File: src/rtl/zerosoc_uart_pkg.sv
// Shared types and constants for the zerosoc UART receive and transmit paths.
package zerosoc_uart_pkg;

  localparam int unsigned UART_DATA_BITS          = 8;
  localparam int unsigned UART_OVERSAMPLE_DEFAULT = 16;

  typedef logic [UART_DATA_BITS-1:0] byte_t;

  typedef enum logic [2:0] {
    IDLE,
    START,
    DATA,
    STOP,
    BREAK
  } rx_state_e;

  function automatic logic majority3(input logic a, input logic b, input logic c);
    return (a & b) | (a & c) | (b & c);
  endfunction

endpackage

File: src/rtl/zerosoc_uart_rx_fifo.sv
// Small synchronous FIFO buffering received bytes; a push on a full FIFO is
// accepted only when a pop frees a slot in the same cycle.
module zerosoc_uart_rx_fifo
  import zerosoc_uart_pkg::*;
#(
  parameter int unsigned DEPTH = 4
) (
  input  logic  clk_i,
  input  logic  rst_ni,
  input  logic  push_i,
  input  byte_t data_i,
  output logic  full_o,
  input  logic  pop_i,
  output logic  empty_o,
  output byte_t data_o
);

  localparam int unsigned AW = $clog2(DEPTH);

  logic [AW:0] wr_q, wr_d, rd_q, rd_d;
  byte_t       mem_q [DEPTH];
  logic        do_push, do_pop;

  // Extra pointer MSB distinguishes full from empty when the addresses match.
  assign empty_o = (wr_q == rd_q);
  assign full_o  = (wr_q[AW] != rd_q[AW]) && (wr_q[AW-1:0] == rd_q[AW-1:0]);
  assign do_pop  = pop_i && !empty_o;
  assign do_push = push_i && (!full_o || do_pop);
  assign wr_d    = do_push ? wr_q + 1'b1 : wr_q;
  assign rd_d    = do_pop ? rd_q + 1'b1 : rd_q;
  assign data_o  = mem_q[rd_q[AW-1:0]];

  always_ff @(posedge clk_i or negedge rst_ni) begin
    if (!rst_ni) begin
      wr_q  <= '0;
      rd_q  <= '0;
      mem_q <= '{default: '0};
    end else begin
      wr_q <= wr_d;
      rd_q <= rd_d;
      if (do_push) mem_q[wr_q[AW-1:0]] <= data_i;
    end
  end

endmodule

File: src/rtl/zerosoc_uart_rx.sv
// zerosoc UART receiver: line synchroniser, oversampled tick generator, 8N1
// deserialiser FSM with majority-vote sampling, and an output byte FIFO.
module zerosoc_uart_rx
  import zerosoc_uart_pkg::*;
#(
  parameter int unsigned SYNC_STAGES = 2,
  parameter int unsigned OVERSAMPLE  = UART_OVERSAMPLE_DEFAULT,
  parameter int unsigned FIFO_DEPTH  = 4,
  parameter int unsigned DIV_W       = 16
) (
  input  logic             clk_i,
  input  logic             rst_ni,
  input  logic             rx_i,
  input  logic             rx_en_i,
  input  logic [DIV_W-1:0] clk_div_i,
  output byte_t            data_o,
  output logic             valid_o,
  input  logic             ready_i,
  output logic             busy_o,
  output logic             frame_err_o,
  output logic             overrun_o
);

  localparam int unsigned     OS_W      = $clog2(OVERSAMPLE);
  localparam int unsigned     BIT_W     = $clog2(UART_DATA_BITS);
  localparam logic [OS_W-1:0] TICK_S0   = OS_W'(OVERSAMPLE / 2 - 1);
  localparam logic [OS_W-1:0] TICK_S1   = OS_W'(OVERSAMPLE / 2);
  localparam logic [OS_W-1:0] TICK_VOTE = OS_W'(OVERSAMPLE / 2 + 1);
  localparam logic [OS_W-1:0] TICK_LAST = OS_W'(OVERSAMPLE - 1);
  localparam logic [BIT_W-1:0] LAST_BIT = BIT_W'(UART_DATA_BITS - 1);

  rx_state_e              state_q, state_d;
  logic [SYNC_STAGES-1:0] sync_q;
  logic                   rxs;
  logic [DIV_W-1:0]       div_cnt_q, div_cnt_d, div_lim_q, div_lim_d, div_req;
  logic [OS_W-1:0]        os_q, os_d;
  logic [BIT_W-1:0]       bit_q, bit_d;
  logic [1:0]             samp_q, samp_d;
  byte_t                  shreg_q, shreg_d;
  logic                   frame_err_q, overrun_q;
  logic                   run, tick, start_entry, vote, at_vote, at_last;
  logic                   push, ferr, pop, fifo_full, fifo_empty;

  always_ff @(posedge clk_i or negedge rst_ni) begin
    if (!rst_ni) sync_q <= '1;
    else         sync_q <= {sync_q[SYNC_STAGES-2:0], rx_i};
  end

  assign rxs = sync_q[SYNC_STAGES-1];

  // The divider limit is latched at START entry and at each wrap, so a new
  // clk_div_i only takes effect on a tick boundary.
  assign div_req     = (clk_div_i == '0) ? DIV_W'(1) : clk_div_i;
  assign run         = rx_en_i && (state_q != IDLE);
  assign tick        = run && (div_cnt_q == div_lim_q - DIV_W'(1));
  assign start_entry = (state_q == IDLE) && (state_d == START);
  assign at_vote     = tick && (os_q == TICK_VOTE);
  assign at_last     = tick && (os_q == TICK_LAST);
  assign vote        = majority3(samp_q[0], samp_q[1], rxs);

  always_ff @(posedge clk_i or negedge rst_ni) begin
    if (!rst_ni) state_q <= IDLE;
    else         state_q <= state_d;
  end

  always_comb begin
    state_d = state_q;
    if (!rx_en_i) begin
      state_d = IDLE;
    end else begin
      case (state_q)
        IDLE:  if (!rxs) state_d = START;
        START: begin
          if (at_vote && vote) state_d = IDLE;
          else if (at_last)    state_d = DATA;
        end
        DATA:  if (at_last && (bit_q == LAST_BIT)) state_d = STOP;
        STOP:  if (at_vote) state_d = vote ? IDLE : BREAK;
        BREAK: if (rxs) state_d = IDLE;
        default: state_d = IDLE;
      endcase
    end
  end

  always_comb begin
    busy_o = (state_q != IDLE);
    push   = 1'b0;
    ferr   = 1'b0;
    if ((state_q == STOP) && at_vote) begin
      push = vote;
      ferr = !vote;
    end
  end

  always_comb begin
    div_cnt_d = div_cnt_q;
    div_lim_d = div_lim_q;
    os_d      = os_q;
    bit_d     = bit_q;
    samp_d    = samp_q;
    shreg_d   = shreg_q;
    if (start_entry) begin
      div_cnt_d = '0;
      div_lim_d = div_req;
      os_d      = '0;
      bit_d     = '0;
    end else if (tick) begin
      div_cnt_d = '0;
      div_lim_d = div_req;
      os_d      = (os_q == TICK_LAST) ? '0 : os_q + 1'b1;
      if (os_q == TICK_S0) samp_d[0] = rxs;
      if (os_q == TICK_S1) samp_d[1] = rxs;
      if ((state_q == DATA) && (os_q == TICK_VOTE))
        shreg_d = {vote, shreg_q[UART_DATA_BITS-1:1]};
      if ((state_q == DATA) && (os_q == TICK_LAST)) bit_d = bit_q + 1'b1;
    end else if (run) begin
      div_cnt_d = div_cnt_q + 1'b1;
    end
  end

  always_ff @(posedge clk_i or negedge rst_ni) begin
    if (!rst_ni) begin
      div_cnt_q   <= '0;
      div_lim_q   <= DIV_W'(1);
      os_q        <= '0;
      bit_q       <= '0;
      samp_q      <= '0;
      shreg_q     <= '0;
      frame_err_q <= 1'b0;
      overrun_q   <= 1'b0;
    end else begin
      div_cnt_q   <= div_cnt_d;
      div_lim_q   <= div_lim_d;
      os_q        <= os_d;
      bit_q       <= bit_d;
      samp_q      <= samp_d;
      shreg_q     <= shreg_d;
      frame_err_q <= ferr;
      overrun_q   <= push && fifo_full && !pop;
    end
  end

  assign pop         = valid_o && ready_i;
  assign valid_o     = !fifo_empty;
  assign frame_err_o = frame_err_q;
  assign overrun_o   = overrun_q;

  zerosoc_uart_rx_fifo #(
    .DEPTH (FIFO_DEPTH)
  ) u_fifo (
    .clk_i   (clk_i),
    .rst_ni  (rst_ni),
    .push_i  (push),
    .data_i  (shreg_q),
    .full_o  (fifo_full),
    .pop_i   (pop),
    .empty_o (fifo_empty),
    .data_o  (data_o)
  );

endmodule
File: config.mk
export PLATFORM = sky130hd
export DESIGN_NAME = zerosoc_uart_rx
export DESIGN_NICKNAME = d
export VERILOG_FILES = /design/src/rtl/zerosoc_uart_pkg.sv /design/src/rtl/zerosoc_uart_rx_fifo.sv /design/src/rtl/zerosoc_uart_rx.sv
export SDC_FILE = /design/constraint.sdc
export NUM_CORES = 1
export LEC_CHECK = 0
export CAP_MARGIN = 20
export CORE_ASPECT_RATIO = 0.75
export CORE_MARGIN = 3
export CORE_UTILIZATION = 64
export CTS_CLUSTER_DIAMETER = 100
export DETAILED_ROUTE_END_ITERATION = 8
export PLACE_DENSITY = 0.85
export SETUP_SLACK_MARGIN = 0.5
export SYNTH_ARGS = -nofsm -noshare
export SYNTH_HDL_FRONTEND = slang
export SYNTH_HIERARCHICAL = 1
export SYNTH_SLANG_ARGS = --single-unit
File: constraint.sdc
create_clock -name clk_i -period 7.62 [get_ports clk_i]
set_input_delay 1.143 -clock clk_i [delete_from_list [all_inputs] [get_ports clk_i]]
set_output_delay 1.143 -clock clk_i [all_outputs]
set_load 0.01 [all_outputs]
Figure 1. Metal 1.
Bar = 20 um.
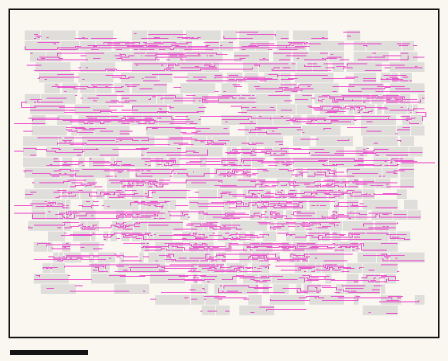
wire length on this layer = 4980 um
longest straight run = 33.6 um
main direction = horizontal
nets with wire on the layer = 458
vias: 3579
M1 GR Usage: 36.38%
Post-Route WL: 11060 um

Figure 2. Signal wires on met2.
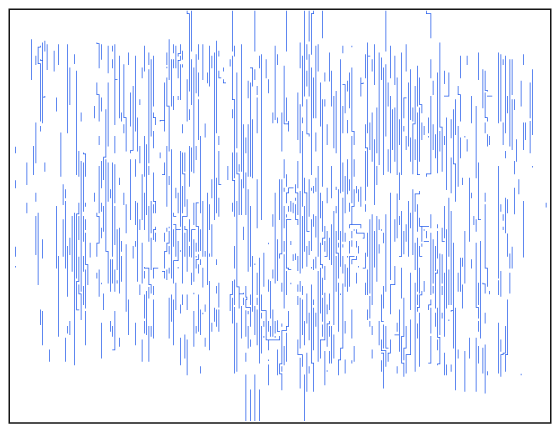
main direction = vertical
share of all routed wire = 45%
nets with wire on the layer = 435
longest straight run = 34.0 um
wire length on this layer = 5020 um

Figure 3. The metal 3 layer.
Bar = 20 um.
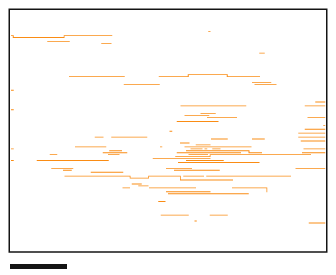
wire length on this layer = 796 um
main direction = horizontal
longest straight run = 35.0 um
share of all routed wire = 7.2%
met3 Use GR: 8.275%

Figure 4. The metal 4 layer.
Bar = 20 um.
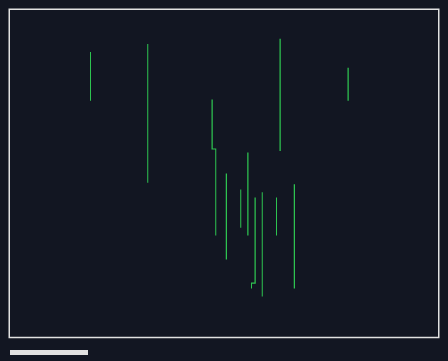
share of all routed wire = 2.3%
longest straight run = 35.4 um
main direction = vertical
nets with wire on the layer = 10

Figure 5. Clock nets.
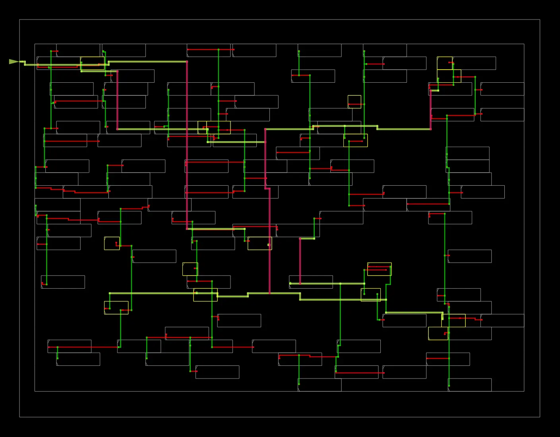
flop count: 94
layout clock buffer count: 9
clk pwr: 0.318 mW
CTS Sinks: 94

==> run summary <==
fresh numbers from the pnr run: GRT busiest layer met2, # diodes 0, core area 7601 um2, crit path time final 4.128 ns, TritonCTS clock tree done, Die Span Y 84.05 um, overflow left after global routing 0, post-DR wirelength/cell just under 20 um, Die Wd 110.1 um, kind of critical path in -> reg, CP max FO 9, Clk pin slew, worst setup/hold paths 0.10 ns, final hold violations 0, unrepaired setup endpoints after global routing no, yosys cell count 437, Seq share, synth 45.33%, top post-synthesis cells by count dfrtp_1, mux2_2, nand2_1, nor2_1, xnor2_1, Finish-stage setup viols 0, post-CTS sizing 0, YS chip area 5197 um2, unique cell type count in the Yosys netlist 68, fin crit share roughly 54%, Startpoint Class input pin, share of cells above drive strength 1 a little over a fifth, top cell type by total area after synthesis dfrtp_1, Synth top area share 43.81%, H-tree levels 3, fmax about 240 MHz, row cnt 27, largest net degree at the start of global routing 68, RR Startpoint div_lim_q[1], critical path required time 7.89 ns, power density over cell area about 180 nW/um2, Slew Limit Fails 0, syn_area_per_cell 11.89 um2, most numerous cell in the Yosys netlist dfrtp_1, Post-Syn Nets 470, CP arrival roughly 4.4 ns, post-detailed-route count of antenna-violating nets 0, Post-synth ARST share 100.0%, worst slack, placed 3.128 ns, CTS Buffer Depth 2, PnR worst setup slack roughly 3.5 ns, Mapped Area 5197 um2, Chip Area 9250 um2, dpl hpwl 7863 um, vias in the first global route 3572, Ports 33, Most common reg cell dfrtp_1, # fillers 488, M2 GR Usage 37.50%, Worst setup EP type register, Top cells by area dfrtp_1, mux2_2, mux4_1, violation count after the first detailed-route iteration 264, Flops after synth about 94, fin nets around 500, Fin Setup TNS 0 ns, Tool Warnings 31, hold crit path type reg -> reg, P_leak 2.584 nW, gpl congestion 0.9764, Critical Path Sink u_fifo/mem_q[26], setup repair bufs after CTS 0, Initial Util 68.38%, FF-to-FF End div_lim_q[10], total of max-cap violations 0, Insertion Delay late pin roughly 0.38 ns, CTS buffer count 9, Synth Instances 437, DR pass1 iterations 5, first-pass GRT wire length 18220 um, P&R area growth vs syn 10.35%, Clock Tree Root clkbuf_8, Clock Skew 0.01143 ns, Yosys warning count 6, Reg2Reg Depth 10, Tot GR Track Use 25.81%, Via density 6.268, drt drc 0, Crit. Startpoint rx_en_i, maximum vdd drop 0.0001451 V, status completed, EDFF count, synth 0, antenna violations before repair 0, R2R Setup Slk 3.68 ns, worst rel slew slack 46.16%, CTS Hold Bufs 0, port bufs 32, Slew @ Worst Pin 0.8075 ns
where the power goes:
group          leakage (nW)  internal (mW)  switching (mW)  total, mW
clock                0.0945          0.126           0.192      0.318
combinational          1.24         0.0643          0.0649      0.129
sequential             1.25          0.521          0.0387      0.560
total                  2.58          0.711           0.296       1.01
layer usage:
layer / part of all wire [%] / routed length [um]
met4: 2.3 / 258
met1: 45 / 4976
met3: 7.2 / 796
met2: 45 / 5023
met5: 0 / 0
flip-flops by register name, indices dropped and copies added (netlist names):
signal	flops
bit_q	3
div_cnt_q	16
div_lim_q	16
frame_err_o	1
os_q	4
overrun_o	1
samp_q	2
shreg_q	8
state_q	3
sync_q	2
u_fifo/mem_q	32
u_fifo/rd_q	3
u_fifo/wr_q	3
placed cells by master (no fill, tap or decap), types with 5 or more instances in the layout:
cell type	n
nand3_1	11
nor2_1	29
a21oi_1	14
clkdlybuf4s50_1	31
dfrtp_1	91
and2_1	6
clkbuf_8	9
mux2_2	53
nor4_1	7
or3_1	7
nand2_1	29
xor2_1	13
xnor2_1	21
mux4_1	8
mux2i_1	5
o21ai_0	8
nor3_1	10
ha_1	12
inv_1	11
nor2b_1	6
kinds of logic (layout without fill, tap and decap cells):
group	after synthesis	after routing	synth area share (%)
compound gates	52	52	8.330
simple gates	141	141	15.58
flops	94	94	45.33
xor+xnor	37	37	6.885
buf+inv	29	62	2.937
mux	71	71	17.86
fa+ha+maj	13	13	3.081
layout make-up:
cell class | count | area (um2) | area share [%]
multi-input cells | 314 | 2689 | 46.88
flip-flops and latches | 94 | 2356 | 41.08
repair buffers | 35 | 337.8 | 5.890
well taps | 101 | 126.4 | 2.203
clock buffers | 9 | 123.9 | 2.160
clock inverters | 7 | 61.31 | 1.069
inverters | 11 | 41.29 | 0.7199
through the flow:
step           utilization [%]  area, um2  power [mW]  instances  hold slack [ns]
3_3_place_gp             72.86       5538      0.6911        553           0.3468
2_1_floorplan                -       5197      0.6507        437           0.3452
6_report                 75.46       5736       1.007        571           0.3573
5_1_grt                  75.46       5736       1.057        571           0.3608
4_1_cts                  75.29       5723       1.015        569           0.3654
3_5_place_dp             72.86       5538      0.6958        553           0.3479
worst min-delay path by stage:
| stage | cells past startpoint | end | slack, ns | start |
|---|---|---|---|---|
| final | 0 | sync_q[1] | 0.36 | sync_q[0] |
| after global routing | 0 | sync_q[1] | 0.36 | sync_q[0] |
| after CTS | 0 | sync_q[1] | 0.37 | sync_q[0] |
| after detailed placement | 0 | sync_q[1] | 0.35 | sync_q[0] |
| after global placement | 0 | sync_q[1] | 0.35 | sync_q[0] |
| after floorplan | 0 | sync_q[1] | 0.35 | sync_q[0] |
worst max-delay path, cell delays in order:
cell	delay (ns)
clkdlybuf4s50_1	0.59
nand2_2	0.17
nor4_1	0.33
o21ai_0	0.16
or3_1	0.33
nor4_1	0.46
and4_1	0.49
and2_1	0.24
o41ai_4	0.18
mux2_2	0.33
Power figures rest on the tool's default switching activity, not on a simulated workload.
